$ cat config.mk
export PLATFORM = sky130hd
export DESIGN_NAME = audio_sample_pacer
export DESIGN_NICKNAME = d
export VERILOG_FILES = /design/src/rtl/audio_pkg.sv /design/src/rtl/audio_sample_ring.sv /design/src/rtl/audio_sample_pacer.sv
export SDC_FILE = /design/constraint.sdc
export NUM_CORES = 1
export LEC_CHECK = 0
export CORE_AREA = 10 10 213 416
export DETAILED_ROUTE_END_ITERATION = 6
export DIE_AREA = 0 0 223 426
export SETUP_SLACK_MARGIN = 0.4
export SYNTH_ARGS = -nofsm -noshare
export SYNTH_HDL_FRONTEND = slang
export SYNTH_SLANG_ARGS = --single-unit
$ cat constraint.sdc
create_clock -name clock -period 9.85 [get_ports clock]
set_input_delay 1.97 -clock clock [delete_from_list [all_inputs] [get_ports clock]]
set_output_delay 1.97 -clock clock [all_outputs]
set_load 0.01 [all_outputs]
$ cat src/rtl/audio_pkg.sv
// Shared audio definitions for the pacer and its sample ring.
package audio_pkg;

  localparam int AUDIO_WIDTH     = 24;
  localparam int AUDIO_SAMPLE_HZ = 48000;

  typedef struct packed {
    logic [AUDIO_WIDTH-1:0] left;
    logic [AUDIO_WIDTH-1:0] right;
  } stereo_sample_t;

  function automatic logic [15:0] sat_inc16(input logic [15:0] v);
    return (v == 16'hFFFF) ? v : v + 16'd1;
  endfunction

endpackage

$ cat src/rtl/audio_sample_ring.sv
// DEPTH x DW circular buffer with registered level; reads the head combinationally.
module audio_sample_ring
  import audio_pkg::*;
#(
  parameter int DEPTH = 16,
  parameter int DW    = 2 * AUDIO_WIDTH
) (
  input  logic                   clock,
  input  logic                   reset,
  input  logic                   push_i,
  input  logic [DW-1:0]          push_data_i,
  input  logic                   pop_i,
  output logic [DW-1:0]          head_o,
  output logic [$clog2(DEPTH):0] level_o
);

  localparam int AW = $clog2(DEPTH);
  localparam logic [AW-1:0] LAST_PTR = AW'(DEPTH - 1);
  localparam logic [AW:0]   FULL_LVL = (AW + 1)'(DEPTH);
  localparam logic [AW:0]   ONE_LVL  = (AW + 1)'(1);

  logic [DW-1:0] mem_q [DEPTH];
  logic [AW-1:0] wr_ptr_q, wr_ptr_d;
  logic [AW-1:0] rd_ptr_q, rd_ptr_d;
  logic [AW:0]   level_q, level_d;
  logic          push_ok, pop_ok;

  // Overflowing pushes and empty pops are ignored so pointers never desync.
  assign push_ok = push_i && (level_q != FULL_LVL);
  assign pop_ok  = pop_i && (level_q != '0);

  always_comb begin
    wr_ptr_d = wr_ptr_q;
    rd_ptr_d = rd_ptr_q;
    level_d  = level_q;
    if (push_ok) wr_ptr_d = (wr_ptr_q == LAST_PTR) ? '0 : wr_ptr_q + 1'b1;
    if (pop_ok)  rd_ptr_d = (rd_ptr_q == LAST_PTR) ? '0 : rd_ptr_q + 1'b1;
    case ({push_ok, pop_ok})
      2'b10:   level_d = level_q + ONE_LVL;
      2'b01:   level_d = level_q - ONE_LVL;
      default: level_d = level_q;
    endcase
  end

  always_ff @(posedge clock) begin
    if (reset) begin
      wr_ptr_q <= '0;
      rd_ptr_q <= '0;
      level_q  <= '0;
    end else begin
      wr_ptr_q <= wr_ptr_d;
      rd_ptr_q <= rd_ptr_d;
      level_q  <= level_d;
    end
  end

  always_ff @(posedge clock) begin
    if (push_ok) mem_q[wr_ptr_q] <= push_data_i;
  end

  assign head_o  = mem_q[rd_ptr_q];
  assign level_o = level_q;

endmodule

$ cat src/rtl/audio_sample_pacer.sv
// Buffers bursty stereo samples and releases one per audio period via a fractional accumulator.
// Define AUDIO_PACER_MUTE_ON_UNDERRUN_EN to output silence on underrun instead of holding.
module audio_sample_pacer
  import audio_pkg::*;
#(
  parameter int CLK_HZ    = 30000000,
  parameter int SAMPLE_HZ = AUDIO_SAMPLE_HZ,
  parameter int DEPTH     = 16,
  parameter int WIDTH     = AUDIO_WIDTH
) (
  input  logic                   clock,
  input  logic                   reset,
  // Upstream handshake: a sample transfers on any rising edge where in_valid && in_ready.
  input  logic                   in_valid,
  output logic                   in_ready,
  input  logic [WIDTH-1:0]       in_left,
  input  logic [WIDTH-1:0]       in_right,
  output logic [WIDTH-1:0]       audio_l,
  output logic [WIDTH-1:0]       audio_r,
  output logic                   sample_tick,
  output logic [$clog2(DEPTH):0] level,
  output logic [15:0]            underrun_count
);

  localparam int LW = $clog2(DEPTH) + 1;
  localparam logic [31:0]   CLK_C    = 32'(CLK_HZ);
  localparam logic [31:0]   SAMPLE_C = 32'(SAMPLE_HZ);
  localparam logic [LW-1:0] FULL_LVL = LW'(DEPTH);

  logic [31:0]        acc_q, acc_d, acc_sum;
  logic               tick;
  logic               push, pop;
  logic [LW-1:0]      level_w;
  logic [2*WIDTH-1:0] head_w;
  logic [WIDTH-1:0]   audio_l_q, audio_r_q;
  logic               sample_tick_q;
  logic [15:0]        underrun_q;

  // Remainder carries into the next period, so the long-run rate is exact.
  always_comb begin
    acc_sum = acc_q + SAMPLE_C;
    tick    = (acc_sum >= CLK_C);
    acc_d   = tick ? (acc_sum - CLK_C) : acc_sum;
  end

  assign in_ready = (level_w != FULL_LVL);
  assign push     = in_valid && in_ready;
  assign pop      = tick && (level_w != '0);

  audio_sample_ring #(
    .DEPTH (DEPTH),
    .DW    (2 * WIDTH)
  ) u_ring (
    .clock       (clock),
    .reset       (reset),
    .push_i      (push),
    .push_data_i ({in_left, in_right}),
    .pop_i       (pop),
    .head_o      (head_w),
    .level_o     (level_w)
  );

  always_ff @(posedge clock) begin
    if (reset) begin
      acc_q         <= '0;
      audio_l_q     <= '0;
      audio_r_q     <= '0;
      sample_tick_q <= 1'b0;
      underrun_q    <= '0;
    end else begin
      acc_q         <= acc_d;
      sample_tick_q <= tick;
      if (pop) begin
        audio_l_q <= head_w[2*WIDTH-1:WIDTH];
        audio_r_q <= head_w[WIDTH-1:0];
      end else if (tick) begin
        underrun_q <= sat_inc16(underrun_q);
`ifdef AUDIO_PACER_MUTE_ON_UNDERRUN_EN
        audio_l_q <= '0;
        audio_r_q <= '0;
`else
        audio_l_q <= audio_l_q;
        audio_r_q <= audio_r_q;
`endif
      end
    end
  end

  assign audio_l        = audio_l_q;
  assign audio_r        = audio_r_q;
  assign sample_tick    = sample_tick_q;
  assign level          = level_w;
  assign underrun_count = underrun_q;

endmodule

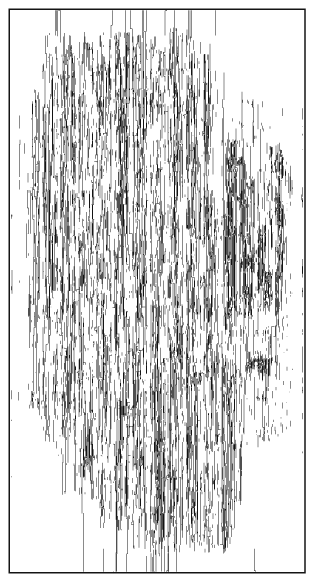
run_1/met2.png
The layer holds 55% of the routed length. The layer carries 44.3 mm of wire. 1,806 nets have wire on it.

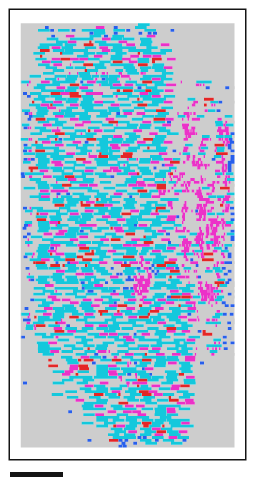
run_1/cell_classes.png
The bar under the picture is 50 µm long. Fill, decap, tap and diode cells in gray.
Key: clock drivers and dummy loads = red [cells 144]; flip-flops = cyan [cells 871]; other buffers and delay cells = blue [cells 161]; all other logic = magenta [cells 798]

==> Changelog: implementation, run 1 <==
### Implementation results

* Slew Viols, Final at 0
* Buffer depth of the longest clock path at 3
* Num ports at 122
* Critical Path Max Stage Delay at 0.76 ns
* Crit path arrival time at 6.00 ns
* Hold Startpoint: audio_l[9]
* Critical setup path kind: flip-flop to flip-flop
* LEAKAGE at 0.01198 µW
* CP max FO at 52
* Synth async-reset ratio at 0
* Max-slew headroom at 0.1871
* CTS tree: built
* R2r endpoint: u_ring.level_o[4]
* Syn_nets at 1,834
* Cell Type Count at 58
* Die X at 223 µm
* Cell Rows at 148
* Synthesized cell area at 34,080 µm²
* Family with the most delay on the worst path: simple AND/OR/NAND/NOR gates
* H-tree depth at 3
* Vias per inst at 5.634
* GRT Overall Usage at 0.1693
* Placer's final routability congestion estimate at 0.8064
* Smallest hold slack at 0.4540 ns
* Yosys stat chip area at 34,080 µm²
* P per Cell Area at 266.4 nW/µm²
* Cells along the critical path: inv_1, ha_1, nand2b_1, a21oi_1, or4b_2, a22oi_1, and2_1, o21ai_4, clkinv_2, buf_4, ha_1, a21oi_1, a21oi_1, a21oi_1, xor2_1, or3_1, a21oi_1
* Mean Syn Cell Area at 19.24 µm²
* Final setup fails at 0
* Most used cell, CP: a21oi_1
* PostCTS Resize Cnt at 0
* Ys cells at 1,771
* # Post-CTS Setup Buffers at 0
* R2r startpoint: acc_q[7]
* Min-Delay Endpoint: audio_l[9]
* RSZ-0062 raised after global routing: false
* Worst min-delay path class: flip-flop to flip-flop
* Post-synth EDFFs at 768
* Die area at 95,000 µm²
* Port bufs at 121
* Main area contributors: edfxtp_1, mux4_2, dfxtp_1
* Final Hold Fails at 0
* Ys flops at 871
* Clk Latency, worst-skew pair at 0.65 ns
* Period minus WS final at 5.428 ns
* Synth Flop Type: edfxtp_1
* Yosys Warn Count at 0
* Log Warnings at 31
* Final Routed Wirelength at 80,500 µm
* Drt drc at 0
* Core Util at FP at 0.4173
* Crit path buffers/inverters at 3
* CTS clock-pin slew for the worst setup and hold paths at 0.06 ns
* Yosys top cell by area: edfxtp_1
* Post-route ant nets at 0
* Worst Tran Pin Value at 1.213 ns
* First-pass GRT wire length at 120,400 µm
* R2R setup slack at 4.42 ns
* Die span in y at 426 µm
* Critical path's slowest cell: and2_1
* Status: finished clean
* Vias after detailed routing at 17,050
* Hold depth at 2
* CP required at 10.42 ns
* Layout area overhead at 14.92%
* Setup crit start: acc_q[7]
* Vias in the first global route at 18,400
* Synth Seq Share at 0.7372
* Dominant cell area share at 0.6767
* First drt pass iteration count at 5
* Detailed Place HPWL at 45,890 µm
* Setup_tns at 0 ns
* Top cells by count, synth: edfxtp_1, mux4_2, nand2_1, dfxtp_1, a21oi_1
* FF-to-FF path depth at 17
* Kind of start point of the critical path: flip-flop
* Inserted Clock Buffers at 78
* DR iter-0 viols at 1,425
* Root Buffer: clkbuf_16
* Post-CTS Hold Fix Bufs at 0
* Fillers at 6,748
* GRT overflow at 0
* Clock Sinks at 871
* Post-route clock skew at 0.02571 ns
* Antenna violations before repair at 4
* Most common cell in the netlist: edfxtp_1
* Largest net degree at the start of global routing at 61
* Nets@finish at 1,973
* Core Area at 81,660 µm²
* Peak Freq at 184.2 MHz
* Fraction of layout cells with a size suffix above 1 at 0.2168
* Fin crit share at 0.5511
* Maxcap violations at 0
* Max VDD drop at 0.1646 mV
* Crit. End Element: flip-flop
* Syn Inst Count at 1,771
* DR WL/cell at 26.60 µm
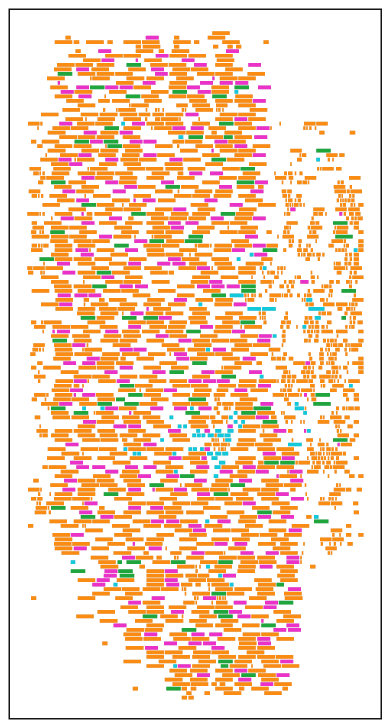
run_1/drive_strength.png
Key: drive 3 to 4 = cyan [cells 70, share 3.5%, most used buf_4]; drive 6 and up = green [cells 93, share 4.7%, most used clkbuf_16]; drive 2 = magenta [cells 265, share 13%, most used mux4_2]; drive 1 or less = orange [cells 1,546, share 78%, most used edfxtp_1]

run 1: layout make-up:
type                    count  area [µm²]  share of cell area
well taps                1050        1314             0.03354
inverters                  17       65.06            0.001661
repair buffers            161        1509             0.03853
clock inverters            46       422.9             0.01080
diodes                      2       5.005           0.0001278
flip-flops and latches    871       25140              0.6419
multi-input cells         781        8600              0.2196
clock buffers              98        2111             0.05389
run 1: per-layer routing:
layer  up-vias  track usage  share of wire
met1      9102       0.1961           0.38
met4         6      0.05739          0.023
met5         -            0        0.00051
met2       389       0.3079           0.55
li1       7441            -              -
met3       111      0.03099          0.045
run 1: sequential cells by signal, indices dropped and copies added (netlist names):
| name | count |
|---|---|
| audio_l | 24 |
| underrun_count | 16 |
| sample_tick | 1 |
| u_ring.level_o | 5 |
| u_ring.mem_q | 768 |
| u_ring.rd_ptr_q | 4 |
| acc_q | 25 |
| audio_r | 24 |
| u_ring.wr_ptr_q | 4 |
run 1: power by group:
part / internal, µW / total [µW] / leakage [µW] / switching (µW)
clock network: 1690 / 3030 / 0.00123 / 1340
registers: 4250 / 4510 / 0.00779 / 258
logic: 1380 / 2900 / 0.00297 / 1510
run 1: cell usage in the layout, fill, tap and decap left out, drive strengths merged, types with 13 or more instances in the layout:
master,n
xor2,17
or3,17
nor3,20
nand2,140
buf,41
mux4,240
nor2,60
nand3,13
a21oi,81
clkbuf,98
o21ai,29
edfxtp,768
clkdlybuf4s50,120
inv,18
dfxtp,103
clkinv,33
xnor2,36
run 1: cell families (layout without fill, tap and decap cells):
logic type,Yosys count,count (layout),share of synthesized area
AOI/OAI and AO/OA,168,168,0.03029
and+or+nand+nor,306,306,0.04137
DFF,871,871,0.7372
buffers and inverters,119,322,0.01395
other,0,2,0
xor gates and xnor gates,53,53,0.01362
muxes,242,242,0.1592
adders and majority gates,12,12,0.004405
run 1: worst max-delay path by stage:
| stage | endpoint | slack, ns | cells after the start |
|---|---|---|---|
| after global placement | u_ring.level_o[4] | 4.45 | 17 |
| after global routing | u_ring.level_o[4] | 4.07 | 18 |
| after detailed placement | u_ring.level_o[4] | 4.42 | 17 |
| final | u_ring.level_o[4] | 4.42 | 17 |
| after CTS | u_ring.level_o[4] | 4.40 | 17 |
| after floorplan | u_ring.mem_q[3][0] | 3.54 | 4 |
run 1: through the flow:
stage	setup slack, ns	area [µm²]	utilization	std cells	power [µW]
floorplan	3.542	34080	-	1771	6569
global placement	4.447	36630	0.4485	2880	7523
detailed placement	4.425	36630	0.4485	2880	7551
CTS	4.400	39160	0.4795	3024	10590
global route	4.069	39160	0.4796	3025	10950
finish	4.422	39170	0.4796	3026	10430
run 1: tightest hold or removal path: cells and delay by family, from the launching register on:
| family | cells | cell delay, ns |
|---|---|---|
| compound gates | 1 | 0.05 |
| simple gates | 1 | 0.05 |
| flops | 1 | 0.31 |
run_1/final_clocks.png
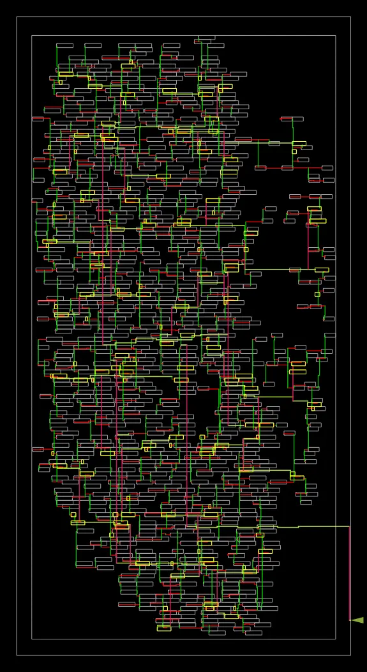

==> run 2: changes to the inputs <==
- clock period: 9.85 -> 5.16 ns (I/O delays scaled with it)
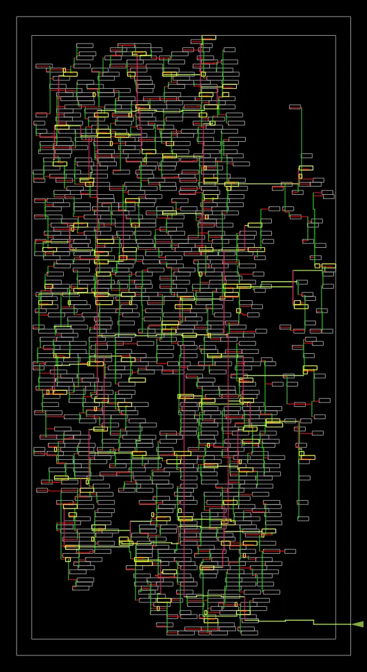
run_2/final_clocks.png
Clk Latency, worst-skew pair: 0.65 ns
post-route clock skew: 0.03151 ns

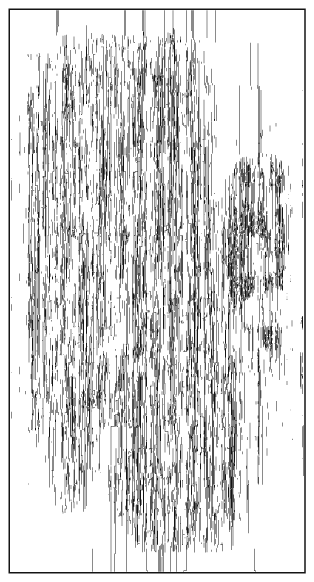
run_2/met2.png
The wires run mostly vertical. The longest straight run is 120 µm. The layer holds 54% of the routed length. 1,791 nets have wire on it. The layer carries 42.7 mm of wire.

==> Changelog: implementation, run 2 <==
### Implementation results

* Fin crit share at 0.8570 (+0.3059)
* Yosys Warn Count at 0 (unchanged)
* Ys flops at 871 (unchanged)
* Worst Tran Pin Value at 1.033 ns (-0.1800 ns)
* Largest regs: u_ring.mem_q x768, acc_q x25
* Most common cell in the netlist: edfxtp_1
* Most instantiated logic cells after routing: edfxtp_1, mux4_2, nand2_1, clkdlybuf4s50_1, dfxtp_1
* Yosys top cell by area: edfxtp_1
* Final Hold Fails at 0 (unchanged)
* Crit path arrival time at 5.00 ns (-1.00 ns)
* Status: finished clean
* DR WL/cell at 26.28 µm (-1.2%)
* CP max FO at 8 (-85%)
* Core Area at 81,660 µm² (unchanged)
* Max reg flops at 768 (unchanged)
* Post-route ant nets at 0 (unchanged)
* CP required at 5.74 ns (-4.68 ns)
* Family with the most delay on the worst path: AND-OR/OR-AND gates
* Placer's final routability congestion estimate at 0.7857 (-2.6%)
* Max VDD drop at 0.4770 mV (+190%)
* # Post-CTS Setup Buffers at 0 (unchanged)
* Critical path's slowest cell: or4_4
* Clock Sinks at 871 (unchanged)
* GRT overflow at 0 (unchanged)
* CTS tree: built
* Port bufs at 121 (unchanged)
* Setup_tns at 0 ns (unchanged)
* Layout area overhead at 16.11%
* R2R setup slack at 0.74 ns (-3.68 ns)
* Vias after detailed routing at 17,280 (+1.4%)
* Antenna violations before repair at 7 (+3)
* H-tree depth at 3 (unchanged)
* First drt pass iteration count at 5 (unchanged)
* Die area at 95,000 µm² (unchanged)
* Largest reg by FF count: u_ring.mem_q
* R2r endpoint: u_ring.level_o[4]
* Cells along the critical path: or4_4, a21oi_2, nor3_1, o41ai_1, o21a_1, nand4_1, o21ai_4, inv_2, ha_1, xor2_1, ha_1, o21ai_0, a21oi_1, a21oi_1, xor2_1, or3_1, a21oi_1
* CTS clock-pin slew for the worst setup and hold paths at 0.07 ns (about the same)
* Mean Syn Cell Area at 19.24 µm² (unchanged)
* Maxcap violations at 0 (unchanged)
* RSZ-0062 raised after global routing: false
* Crit. End Element: flip-flop
* Largest net degree at the start of global routing at 112 (+84%)
* Inserted Clock Buffers at 78 (unchanged)
* Nets@finish at 1,985 (+0.61%)
* Kind of start point of the critical path: flip-flop
* Ys cells at 1,771 (unchanged)
* Detailed Place HPWL at 44,610 µm (-2.8%)
* Top cell excl fill/tap: edfxtp_1
* Fraction of layout cells with a size suffix above 1 at 0.2233 (+0.006468)
* Number of cells on the critical path at 17 (unchanged)
* Crit path buffers/inverters at 1 (-2)
* LEAKAGE at 0.01212 µW (+1.2%)
* Max-slew headroom at 0.3115 (+0.1244)
* Most used cell, CP: a21oi_1
* P per Cell Area at 512.5 nW/µm² (+92%)
* DR iter-0 viols at 1,329 (-6.7%)
* Critical setup path kind: flip-flop to flip-flop
* Main area contributors: edfxtp_1, mux4_2, dfxtp_1
* Worst min-delay path class: flip-flop to flip-flop
* Dominant cell area share at 0.6767 (unchanged)
* Die span in y at 426 µm (unchanged)
* Synth async-reset ratio at 0 (unchanged)
* Yosys stat chip area at 34,080 µm² (unchanged)
run 2: cell types whose count changed in the layout (fill, tap and decap cells not counted), sizes merged:
cell,previous run,this run
clkbuf,98,109
bufinv,6,10
clkinvlp,6,5
inv,18,23
buf,41,53
diode,2,0
clkinv,33,12
run 2: cells by family after synthesis:
logic type,Yosys count,synth area share
DFF,871,0.7372
and+or+nand+nor,306,0.04137
muxes,242,0.1592
AOI/OAI and AO/OA,168,0.03029
buffers and inverters,119,0.01395
xor gates and xnor gates,53,0.01362
adders and majority gates,12,0.004405
run 2: what timing repair did:
action | in CTS | in global routing
setup endpoints to repair | 0 | 2
hold buffers | 0 | 0
resized | 0 | 5
run 2: worst reg2reg max path, delay by kind of cell, from the launching register on:
kind                     cells  cell delay (ns)
AND-OR/OR-AND                8             1.80
AND/OR/NAND/NOR              4             1.26
adder cells (fa/ha/maj)      2             0.53
flip-flops                   1             0.40
XOR/XNOR                     2             0.27
buffers and inverters        1             0.07
run 2: through the flow:
stage / total power, µW / setup slack (ns) / cell area, µm² / hold WS (ns) / std cells
after floorplan: 12530 / 0.6127 / 34100 / 0.4805 / 1771
after global placement: 14350 / 0.6234 / 36880 / 0.4460 / 2892
after detailed placement: 14450 / 0.6126 / 36880 / 0.4464 / 2892
after CTS: 20570 / 0.5763 / 39560 / 0.4551 / 3034
after global routing: 21240 / 0.4203 / 39570 / 0.4756 / 3034
final: 20280 / 0.7378 / 39570 / 0.4538 / 3034
run 2: layout make-up:
type	count	area (µm²)
fillers	6674	42090
flip-flops and latches	871	25140
multi-input cells	781	8641
clock buffers	109	2212
repair buffers	173	1737
well taps	1050	1314
clock inverters	33	467.9
inverters	17	63.81
run 2: per-layer routing:
| metal | share of wire | wire (µm) | vias up | track usage |
|---|---|---|---|---|
| met4 | 0.024 | 1889 | 12 | 0.05265 |
| met2 | 0.54 | 42680 | 500 | 0.3002 |
| li1 | - | - | 7459 | - |
| met1 | 0.39 | 31160 | 9158 | 0.1983 |
| met5 | 0.0011 | 89 | - | 0 |
| met3 | 0.049 | 3910 | 153 | 0.03017 |
run 2: how the worst min path moves through the flow:
stage | from | to | slack (ns)
after global routing | audio_r[5] | audio_r[5] | 0.48
after floorplan | audio_l[0] | audio_l[0] | 0.48
final | audio_r[6] | audio_r[6] | 0.45
after global placement | audio_r[20] | audio_r[20] | 0.45
after CTS | audio_r[6] | audio_r[6] | 0.46
after detailed placement | audio_r[6] | audio_r[6] | 0.45
run 2: power by group:
group	switching [µW]	internal [µW]
Clock	2570	3520
Combinational	2900	2700
Sequential	481	8110
Total	5950	14300
Power and IR drop assume default switching activity.
